`src/rtl/riscv_mult_iter.sv`:
```
// Iterative shift-add multiplier for EX: MUL_I, MUL_H, MAC32, MSU32.
// Optional MULT_EARLY_TERM_EN: leave CALC once the multiplier is exhausted.
package riscv_mult_pkg;
  typedef enum logic [2:0] {
    MUL_MAC32 = 3'd0,
    MUL_MSU32 = 3'd1,
    MUL_I     = 3'd2,
    MUL_IR    = 3'd3,
    MUL_DOT8  = 3'd4,
    MUL_DOT16 = 3'd5,
    MUL_H     = 3'd6
  } mul_op_t;
endpackage

module riscv_mult_iter
  import riscv_mult_pkg::*;
#(
  parameter int WIDTH          = 32,
  parameter int BITS_PER_CYCLE = 2
) (
  input  logic             clk,
  input  logic             rst,
  input  logic             en_i,
  output logic             ready_o,
  input  logic [2:0]       operator_i,
  input  logic [1:0]       short_signed_i,
  input  logic [WIDTH-1:0] op_a_i,
  input  logic [WIDTH-1:0] op_b_i,
  input  logic [WIDTH-1:0] op_c_i,
  input  logic             kill_i,
  output logic             valid_o,
  input  logic             ready_i,
  output logic [WIDTH-1:0] result_o,
  output logic             err_o
);

  localparam int N  = WIDTH / BITS_PER_CYCLE;
  localparam int CW = $clog2(N + 1);
  localparam int PW = 2 * WIDTH;
  localparam logic [CW-1:0] LAST = CW'(N - 1);

  typedef enum logic [1:0] {
    S_IDLE, S_CALC, S_FINISH, S_DONE
  } state_t;

  state_t           state_q, state_d;
  logic [CW-1:0]    cnt_q, cnt_d;
  logic [PW-1:0]    mcand_q, mcand_d;
  logic [WIDTH-1:0] mplier_q, mplier_d;
  logic [PW-1:0]    prod_q, prod_d;
  logic [WIDTH-1:0] opc_q, opc_d;
  mul_op_t          op_q, op_d;
  logic             sign_q, sign_d;
  logic [WIDTH-1:0] res_q, res_d;
  logic             err_q, err_d;

  mul_op_t          op_in;
  logic             supported;
  logic             sgn_a, sgn_b;
  logic [WIDTH-1:0] mag_a, mag_b;
  logic [PW-1:0]    pp;
  logic [PW-1:0]    prod_s;
  logic             calc_last;

  assign op_in = mul_op_t'(operator_i);

  always_comb begin
    supported = 1'b0;
    sgn_a     = op_a_i[WIDTH-1];
    sgn_b     = op_b_i[WIDTH-1];
    unique case (op_in)
      MUL_I, MUL_MAC32, MUL_MSU32: supported = 1'b1;
      MUL_H: begin
        supported = 1'b1;
        sgn_a     = short_signed_i[1] & op_a_i[WIDTH-1];
        sgn_b     = short_signed_i[0] & op_b_i[WIDTH-1];
      end
      default: supported = 1'b0;
    endcase
    // -2^(W-1) negates to itself, which is already the right magnitude
    mag_a = sgn_a ? (WIDTH'(0) - op_a_i) : op_a_i;
    mag_b = sgn_b ? (WIDTH'(0) - op_b_i) : op_b_i;
  end

  always_comb begin
    pp = '0;
    for (int i = 0; i < BITS_PER_CYCLE; i++) begin
      if (mplier_q[i]) pp = pp + (mcand_q << i);
    end
  end

  assign prod_s = sign_q ? (PW'(0) - prod_q) : prod_q;

  always_comb begin
    state_d   = state_q;
    cnt_d     = cnt_q;
    mcand_d   = mcand_q;
    mplier_d  = mplier_q;
    prod_d    = prod_q;
    opc_d     = opc_q;
    op_d      = op_q;
    sign_d    = sign_q;
    res_d     = res_q;
    err_d     = err_q;
    calc_last = 1'b0;
    unique case (state_q)
      S_IDLE: begin
        if (en_i) begin
          if (supported) begin
            state_d  = S_CALC;
            cnt_d    = '0;
            mcand_d  = {{WIDTH{1'b0}}, mag_a};
            mplier_d = mag_b;
            prod_d   = '0;
            opc_d    = op_c_i;
            op_d     = op_in;
            sign_d   = sgn_a ^ sgn_b;
          end else begin
            state_d = S_DONE;
            res_d   = '0;
            err_d   = 1'b1;
          end
        end
      end
      S_CALC: begin
        prod_d   = prod_q + pp;
        mcand_d  = mcand_q << BITS_PER_CYCLE;
        mplier_d = mplier_q >> BITS_PER_CYCLE;
        cnt_d    = cnt_q + 1'b1;
`ifdef MULT_EARLY_TERM_EN
        calc_last = (cnt_q == LAST) || (mplier_d == '0);
`else
        calc_last = (cnt_q == LAST);
`endif
        if (calc_last) state_d = S_FINISH;
      end
      S_FINISH: begin
        err_d   = 1'b0;
        state_d = S_DONE;
        case (op_q)
          MUL_H:     res_d = prod_s[PW-1:WIDTH];
          MUL_MAC32: res_d = opc_q + prod_s[WIDTH-1:0];
          MUL_MSU32: res_d = opc_q - prod_s[WIDTH-1:0];
          default:   res_d = prod_s[WIDTH-1:0];
        endcase
      end
      S_DONE: begin
        if (ready_i) state_d = S_IDLE;
      end
      default: state_d = S_IDLE;
    endcase
    if (kill_i) state_d = S_IDLE;
  end

  always_ff @(posedge clk) begin
    if (rst) begin
      state_q  <= S_IDLE;
      cnt_q    <= '0;
      mcand_q  <= '0;
      mplier_q <= '0;
      prod_q   <= '0;
      opc_q    <= '0;
      op_q     <= MUL_MAC32;
      sign_q   <= 1'b0;
      res_q    <= '0;
      err_q    <= 1'b0;
    end else begin
      state_q  <= state_d;
      cnt_q    <= cnt_d;
      mcand_q  <= mcand_d;
      mplier_q <= mplier_d;
      prod_q   <= prod_d;
      opc_q    <= opc_d;
      op_q     <= op_d;
      sign_q   <= sign_d;
      res_q    <= res_d;
      err_q    <= err_d;
    end
  end

  assign ready_o  = (state_q == S_IDLE) & ~rst;
  assign valid_o  = (state_q == S_DONE);
  assign result_o = valid_o ? res_q : '0;
  assign err_o    = valid_o & err_q;

endmodule

```
`config.mk`:
```
export PLATFORM = sky130hd
export DESIGN_NAME = riscv_mult_iter
export DESIGN_NICKNAME = d
export VERILOG_FILES = /design/src/rtl/riscv_mult_iter.sv
export SDC_FILE = /design/constraint.sdc
export NUM_CORES = 1
export LEC_CHECK = 0
export CAP_MARGIN = 20
export CORE_MARGIN = 1.5
export CORE_UTILIZATION = 50
export DETAILED_ROUTE_END_ITERATION = 12
export PLACE_DENSITY_LB_ADDON = 0.25
export SYNTH_ARGS = -nofsm -noshare
export SYNTH_HDL_FRONTEND = slang
export SYNTH_SLANG_ARGS = --single-unit
```
`constraint.sdc`:
```
create_clock -name clk -period 7.5 [get_ports clk]
set_input_delay 1.5 -clock clk [delete_from_list [all_inputs] [get_ports clk]]
set_output_delay 1.5 -clock clk [all_outputs]
set_load 0.03 [all_outputs]
```
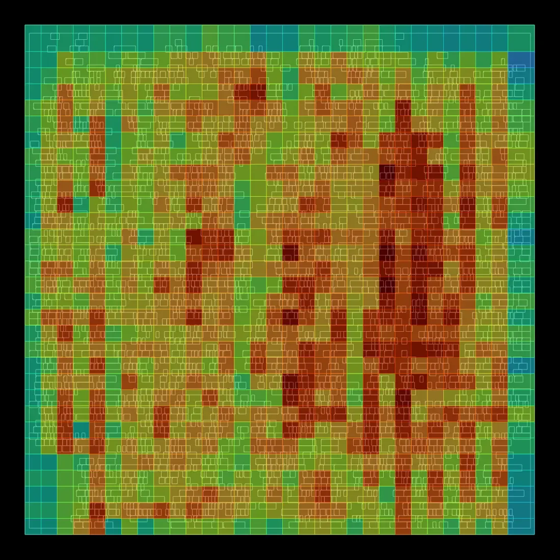
Run 1: routing congestion map
final core occ: 56.4%
met2 usage: 46.5%

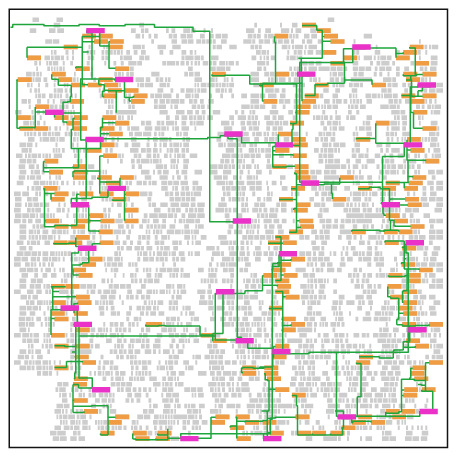
Run 1: clock network drawn from the DEF
(2 px per µm)
[clock wires] green | length: 3670 µm
[clock drivers] magenta | count: 29
[flip-flops] orange | count: 236
routed clock nets: 30
clk latency late pin: 590 ps
P_clk: 1.42 mW
Clk network pwr share: 39.1%
Clock Skews: 24.1 ps

==> results.tsv, run 1 <==
stage	metric	value	unit
outcome	status	finished, final reports clean	
worst_hold_path	hold path cells	2	
worst_setup_path	Worst setup SP type	flip-flop	
sta	achievable frequency	144	MHz
logic_synthesis	Post-synth ARST share	0	%
logic_synthesis	Synth Area in Simple Gates	23.8	%
job	maxcap violations	0	
detailed_routing	metal3 WL	4840	µm
detailed_routing	Pre-antenna DRT Iters	7	
sta	Tmin final	6950	ps
logic_synthesis	post-synth top area share	20.4	%
logic_synthesis	mux share	1.55	%
clocking	cts bufs inserted	29	
clocking	H-tree depth	1	
power	Reg power frac	37.8	%
power	Max power group	clock	
logic_synthesis	YS chip area	23200	µm²
worst_setup_path	cell family with most CP delay	simple AND/OR/NAND/NOR gates	
layout	Fillers	4299	
worst_setup_path	CP arrival	7410	ps
worst_setup_path	Reg2Reg Depth	29	
power	P_comb	837	µW
logic_synthesis	Yosys reg bits	236	
clocking	clock sinks	236	
clocking	Root Buffer	clkbuf_16	
detailed_routing	Total Wirelength	71600	µm
clocking	clock buffer depth	3	
placed_design	DPL Wire Length	54100	µm
detailed_routing	antenna viol nets, final	0	
layout	layout cell share with drive strength beyond 1	4.30	%
clocking	clock-pin slew on the worst setup and hold paths	60	ps
logic_synthesis	commonest cells in the netlist	474 x nand2_1, 326 x a21oi_1, 236 x dfxtp_1	
detailed_routing	post-DR wirelength/cell	18.6	µm
logic_synthesis	adder share	8.02	%
global_routing	largest net degree at the start of global routing	101	
placed_design	GPL Wtd Cong	1.04	
worst_hold_path	min-delay src	res_q[13]	
detailed_routing	via count	23700	
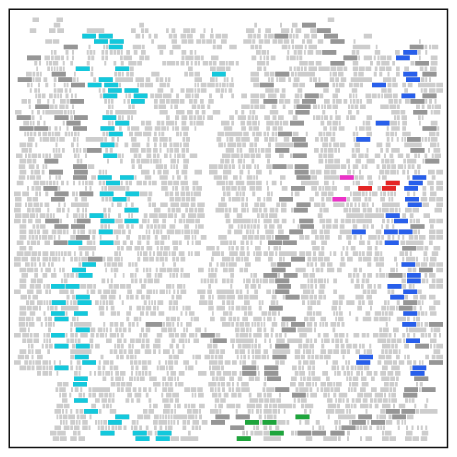
Run 1: register map, names as in the netlist
(2 px per µm) Other sequential cells in the stronger gray, the rest of the logic in the fainter gray.
[res_q] blue | placed flops: 32 | where: a column on the right
[op_q] red | placed flops: 3
[mcand_q] cyan | placed flops: 64 | where: a column on the left
[state_q] magenta | placed flops: 2
[cnt_q] green | placed flops: 5 | where: bottom middle
not colored: 130
sequential power: 1.37 mW
Register Area: 4730 µm²

run 1: state kept, by name, summed over array words and instances (netlist names):
name	cells
cnt_q	5
op_q	3
mplier_q	32
err_q	1
mcand_q	64
res_q	32
opc_q	32
sign_q	1
prod_q	64
state_q	2
run 1: stage by stage:
step | utilization (%) | instance area [µm²] | hold slack, ps
floorplan | - | 23200 | 427
global placement | 54.3 | 24700 | 437
detailed placement | 54.3 | 24700 | 443
CTS | 56.3 | 25700 | 451
global route | 56.4 | 25700 | 466
finish | 56.4 | 25700 | 447
run 1: cell type report:
type                    instances  share of cell area [%]
clock buffers                  40                    3.18
clock inverters                 8                   0.482
inverters                      86                    1.26
multi-input cells            2717                    67.5
flip-flops and latches        236                    18.4
well taps                     600                    2.92
repair buffers                166                    6.29
Run 1, placed cells, one color a class:
(2 px per µm) Fill, decap, tap and diode cells in gray.
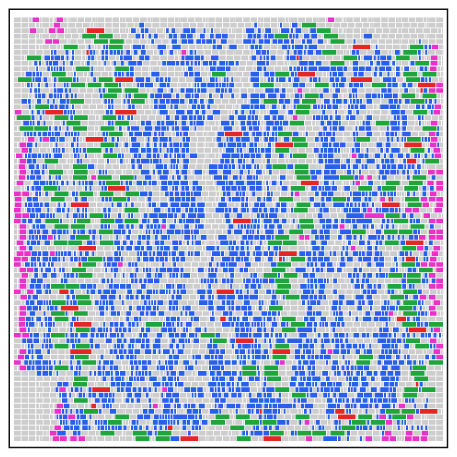

==> inputs of run 2 (changes only) <==
--- a/config.mk
+++ b/config.mk
@@ -8,8 +8,9 @@
 export CAP_MARGIN = 20
 export CORE_MARGIN = 1.5
 export CORE_UTILIZATION = 50
+export CTS_CLUSTER_SIZE = 16
 export DETAILED_ROUTE_END_ITERATION = 12
-export PLACE_DENSITY_LB_ADDON = 0.25
+export PLACE_DENSITY = 0.71
 export SYNTH_ARGS = -nofsm -noshare
 export SYNTH_HDL_FRONTEND = slang
 export SYNTH_SLANG_ARGS = --single-unit
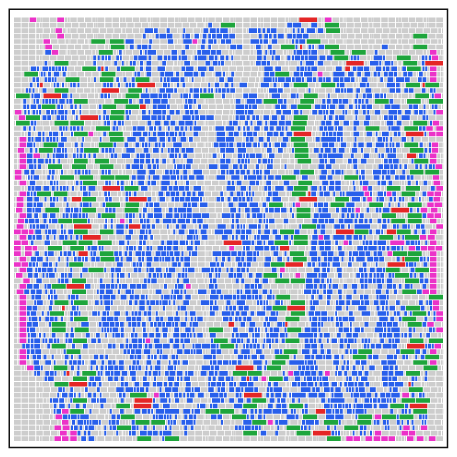
Run 2: placed cells, one color a class
(2 px per µm) Fill, decap, tap and diode cells in gray.
[flops] green | cells: 236 | share of their area: 19%
[combinational and other logic] blue | cells: 2803 | share of their area: 71%
[other buffers and delay cells] magenta | cells: 166 | share of their area: 6.5%
[clock drivers and dummy loads] red | cells: 50 | share of their area: 3.6%
final core occ: 56.3%
Site Rows: 78
Core Box Area: 45600 µm²
Final Cell Area: 25700 µm²

==> run 2 against run 1 <==
Against the previous run:
- combinational power about the same
- sequential cell count unchanged
- synthesized cell count unchanged
- utilization down 0.12 points
- clock skew up 19 ps
- non-clock buffer count unchanged
- first-iteration DRC count down 8.8%
- area after synthesis unchanged
- design area down 0.21%
- sequential power about the same
- largest cell class unchanged
- largest power group is now registers
==> results.tsv, run 2 <==
stage	metric	value	unit	change
logic_synthesis	synth unique cells	88		
layout	Clock buf/inv share	3.49	%	-0.17 points
detailed_routing	via count	23575		-0.53%
sta	achievable frequency	143	MHz	-0.91%
clocking	clock buffer depth	3		unchanged
logic_synthesis	Yosys reg bits	236		unchanged
outcome	status	finished, final reports clean		
layout	layout cell share with drive strength beyond 1	4.30	%	about the same
detailed_routing	post-DR wirelength/cell	18.4	µm	-0.76%
logic_synthesis	Synth Area in Simple Gates	23.8	%	unchanged
die	well tap count	600		unchanged
layout	NonClk Buf Share	6.28	%	-0.016 points
power	Clk network pwr share	37.6	%	-1.5 points
layout	Fillers	4398		+2.3%
layout	Biggest Area Class	combinational gates		
worst_setup_path	Slowest cell on crit path	a211oi_1		
detailed_routing	Pre-antenna DRT Iters	6		-1
layout	CLK BUF	43		+7.5%
placed_design	DPL Wire Length	53800	µm	-0.61%
layout	nets	3487		
logic_synthesis	YS chip area	23200	µm²	unchanged
layout	num sequential	236		unchanged
layout	sequential cell area share	18.4	%	+0.039 points
worst_setup_path	Worst setup SP type	flip-flop		
detailed_routing	met2 WL	31100	µm	
layout	multi-input gate share of the layout cell area	67.6	%	+0.14 points
placed_design	GPL Wtd Cong	0.983		-5.1%
global_routing	met2 usage	45.6	%	-0.97 points
sta	Worst-Margin Slew	1110	ps	
logic_synthesis	post-synthesis average cell area	7.12	µm²	
worst_hold_path	Worst Hold Class	reg -> reg		
placed_design	dpl cell area	24700	µm²	about the same
logic_synthesis	adder share	8.02	%	unchanged
clocking	clock sinks	236		unchanged
clocking	cts bufs inserted	28		-3.4%
detailed_routing	metal3 WL	4610	µm	-4.6%
power	Reg power frac	38.8	%	+1.0 points
clocking	Root Buffer	clkbuf_16		
clocking	TritonCTS clock tree	built		
layout	Register Area	4730	µm²	unchanged
global_routing	largest net degree at the start of global routing	109		+7.9%
logic_synthesis	post-synth top area share	20.4	%	unchanged
layout	Non-CTS inverters	86		unchanged
layout	Comb gates	2717		unchanged
detailed_routing	Total Wirelength	71100	µm	-0.70%
sta	Max transition margin	26.3	%	
logic_synthesis	most frequent cell after synthesis	nand2_1		
clocking	H-tree depth	1		unchanged
logic_synthesis	main area contributors	dfxtp_1 20%, ha_1 7.7%, nand2_1 7.7%		
logic_synthesis	commonest cells in the netlist	474 x nand2_1, 326 x a21oi_1, 236 x dfxtp_1		
logic_synthesis	mapped cell area	23200	µm²	
job	maxcap violations	0		unchanged
sta	Tmin final	7010	ps	+64.0 ps
sta	minimum hold slack	448	ps	+1.55 ps
layout	Non-clk bufs	166		unchanged
worst_setup_path	CP Capture Type	flip-flop		
worst_setup_path	CP arrival	7500	ps	+90 ps
die	Die ar.	47700	µm²	
clocking	clock-pin slew on the worst setup and hold paths	60	ps	about the same
detailed_routing	antenna viol nets, final	0		unchanged
logic_synthesis	mux share	1.55	%	unchanged
worst_setup_path	cell family with most CP delay	simple AND/OR/NAND/NOR gates		
power	Int Power	2.39	mW	
logic_synthesis	Post-synth ARST share	0	%	unchanged
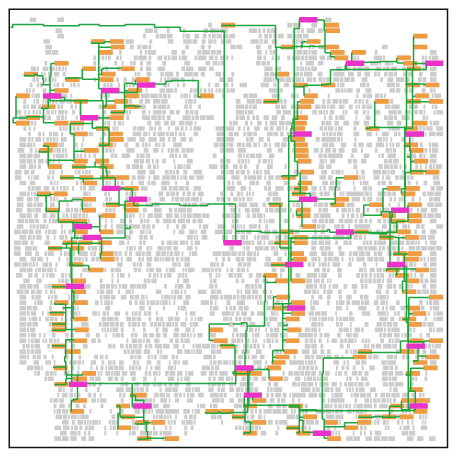
Run 2: clock network drawn from the DEF
(2 px per µm)
[flip-flops] orange | count: 236
[clock wires] green | length: 3580 µm
[clock drivers] magenta | count: 28
routed clock nets: 29
Clock Skews: 43.2 ps
clk latency late pin: 600 ps

==> run 2: worst paths after layout <==
check	from	end	slack, ps	cells past startpoint
setup reg to reg	mplier_q[0]	prod_q[62]	490	29
hold / removal	res_q[3]	res_q[3]	450	2
hold reg to reg	res_q[3]	res_q[3]	450	2
setup / recovery	mplier_q[0]	prod_q[62]	490	29
==> run 2: power groups by stage <==
| stage | logic, mW | registers [mW] | clock network [mW] |
|---|---|---|---|
| after detailed placement | 0.817 | 1.40 | 0 |
| final | 0.834 | 1.38 | 1.33 |
| after global routing | 0.909 | 1.38 | 1.40 |
| after global placement | 0.802 | 1.40 | 0 |
| after CTS | 0.820 | 1.37 | 1.36 |
| after floorplan | 0.621 | 1.34 | 0 |
Run 2, register map, names as in the netlist:
(2 px per µm) Other sequential cells in the stronger gray, the rest of the logic in the fainter gray.
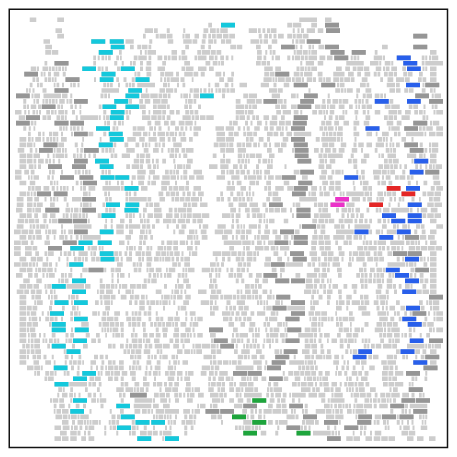

==> inputs of run 3 (changes only) <==
--- a/config.mk
+++ b/config.mk
@@ -6,11 +6,12 @@
 export NUM_CORES = 1
 export LEC_CHECK = 0
 export CAP_MARGIN = 20
+export CORE_ASPECT_RATIO = 1.4
 export CORE_MARGIN = 1.5
 export CORE_UTILIZATION = 50
 export CTS_CLUSTER_SIZE = 16
 export DETAILED_ROUTE_END_ITERATION = 12
-export PLACE_DENSITY = 0.71
+export PLACE_DENSITY = 0.68
 export SYNTH_ARGS = -nofsm -noshare
 export SYNTH_HDL_FRONTEND = slang
 export SYNTH_SLANG_ARGS = --single-unit
==> constraint.sdc (replaced) <==
create_clock -name clk -period 8.6 [get_ports clk]
set_input_delay 1.72 -clock clk [delete_from_list [all_inputs] [get_ports clk]]
set_output_delay 1.72 -clock clk [all_outputs]
set_load 0.03 [all_outputs]
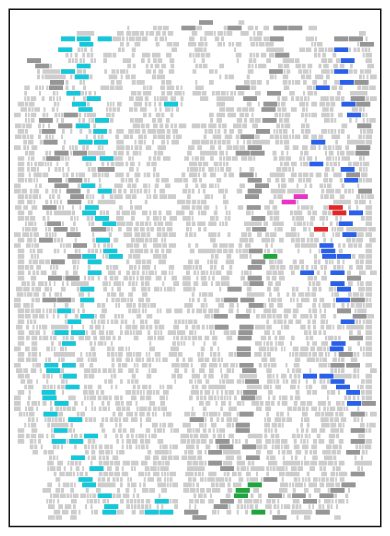
Run 3: register map, names as in the netlist
(2 px per µm) Other sequential cells in the stronger gray, the rest of the logic in the fainter gray.
[res_q] blue | placed flops: 32
[state_q] magenta | placed flops: 2
[op_q] red | placed flops: 3
[mcand_q] cyan | placed flops: 64 | where: a column on the left
[cnt_q] green | placed flops: 5
not colored: 130
final core occ: 55.9%
sequential cell area share: 18.4%
sequential power: 1.20 mW

==> run 3 against run 2 <==
Against the previous run:
- combinational power decreased by 12%
- count of clock-buffer cells in the layout decreased by 12
- fmax decreased by 1.9%
- highest routed layer unchanged
- utilization decreased by 0.37 points
- critical endpoint is now prod_q[58]
==> results.tsv, run 3 <==
stage	metric	value	unit	change
global_routing	largest net degree at the start of global routing	98		-10%
worst_setup_path	FF-to-FF Start	mplier_q[0]		
logic_synthesis	post-synth top area share	20.4	%	unchanged
layout	num sequential	236		unchanged
detailed_routing	Total Wirelength	71800	µm	+0.91%
die	well tap count	617		+2.8%
worst_hold_path	min-delay src	mplier_q[2]		
worst_setup_path	CP arrival	7610	ps	+110 ps
clocking	Root Buffer	clkbuf_16		
clocking	clock buffer depth	3		unchanged
layout	Clock buf/inv share	3.66	%	+0.17 points
sta	Tmin final	7150	ps	+139 ps
outcome	status	finished, final reports clean		
clocking	clock sinks	236		unchanged
detailed_routing	Pre-antenna DRT Iters	5		-1
clocking	clk latency late pin	570	ps	-30 ps
die	Die ar.	47700	µm²	about the same
worst_setup_path	Slowest cell on crit path	a211oi_1		
detailed_routing	via count	23502		-0.31%
clocking	clock-pin slew on the worst setup and hold paths	70	ps	about the same
layout	Final Cell Area	25700	µm²	+0.19%
worst_hold_path	WHS Endpoint	mplier_q[2]		
layout	Biggest Area Class	combinational gates		
worst_setup_path	Reg2Reg Depth	28		-3.4%
job	maxcap violations	0		unchanged
worst_setup_path	Worst setup SP type	flip-flop		
logic_synthesis	synth unique cells	88		unchanged
logic_synthesis	Post-synth ARST share	0	%	unchanged
layout	layout cell share with drive strength beyond 1	4.46	%	+0.16 points
worst_hold_path	Worst Hold Class	reg -> reg		
sta	Clock Skews	13.2	ps	-30.0 ps
sta	minimum hold slack	450	ps	+1.58 ps
logic_synthesis	most frequent cell after synthesis	nand2_1		
clocking	H-tree depth	1		unchanged
layout	CLK BUF	31		-28%
detailed_routing	post-DR wirelength/cell	18.5	µm	+0.50%
logic_synthesis	mapped cell area	23200	µm²	unchanged
worst_setup_path	R2R Path End	prod_q[58]		
logic_synthesis	commonest cells in the netlist	474 x nand2_1, 326 x a21oi_1, 236 x dfxtp_1		
placed_design	GPL Wtd Cong	1.02		+4.3%
logic_synthesis	Synth Area in Simple Gates	23.8	%	unchanged
placed_design	DPL Wire Length	54700	µm	+1.7%
sta	Max transition margin	24.3	%	-2.0 points
detailed_routing	met2 WL	34800	µm	+12%
placed_design	dpl cell area	24800	µm²	+0.12%
layout	Register Area	4730	µm²	unchanged
die	Site Rows	93		+19%
logic_synthesis	main area contributors	dfxtp_1 20%, ha_1 7.7%, nand2_1 7.7%		
layout	Non-CTS inverters	86		unchanged
clocking	cts bufs inserted	27		-3.6%
worst_setup_path	CP Capture Type	flip-flop		
clocking	TritonCTS clock tree	built		
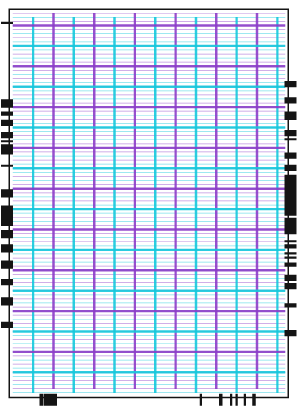
Run 3: supply network
(1.5 px per µm) Pins as bars on the die edge.
[VDD] purple
[VSS] cyan
rows: 93
met5 straps: 18
signal pins: 141
met4 straps: 13
Core Box Area: 46000 µm²
Die H: 258 µm
peak supply drop: 0.000127 V
Die Wd: 185 µm

[run 3: cell counts after synthesis]
Identical to the previous run, type by type.
[run 3: worst max-delay path by stage]
stage / startpoint / slack [ps] / cells past startpoint / end
4_1_cts: mplier_q[0] / 1530 / 28 / prod_q[58]
6_report: mplier_q[0] / 1450 / 28 / prod_q[58]
5_1_grt: mplier_q[0] / 1030 / 29 / prod_q[62]
3_3_place_gp: mplier_q[0] / 1780 / 28 / prod_q[58]
3_5_place_dp: mplier_q[0] / 1560 / 28 / prod_q[58]
2_1_floorplan: mplier_q[0] / 990 / 38 / prod_q[63]
[run 3: where the power goes]
part           total [mW]  internal (mW)  switching [mW]
clock                1.23          0.724           0.508
sequential           1.20           1.13          0.0655
combinational       0.733          0.286           0.447
total                3.16           2.14            1.02
Power figures rest on the tool's default switching activity, not on a simulated workload.
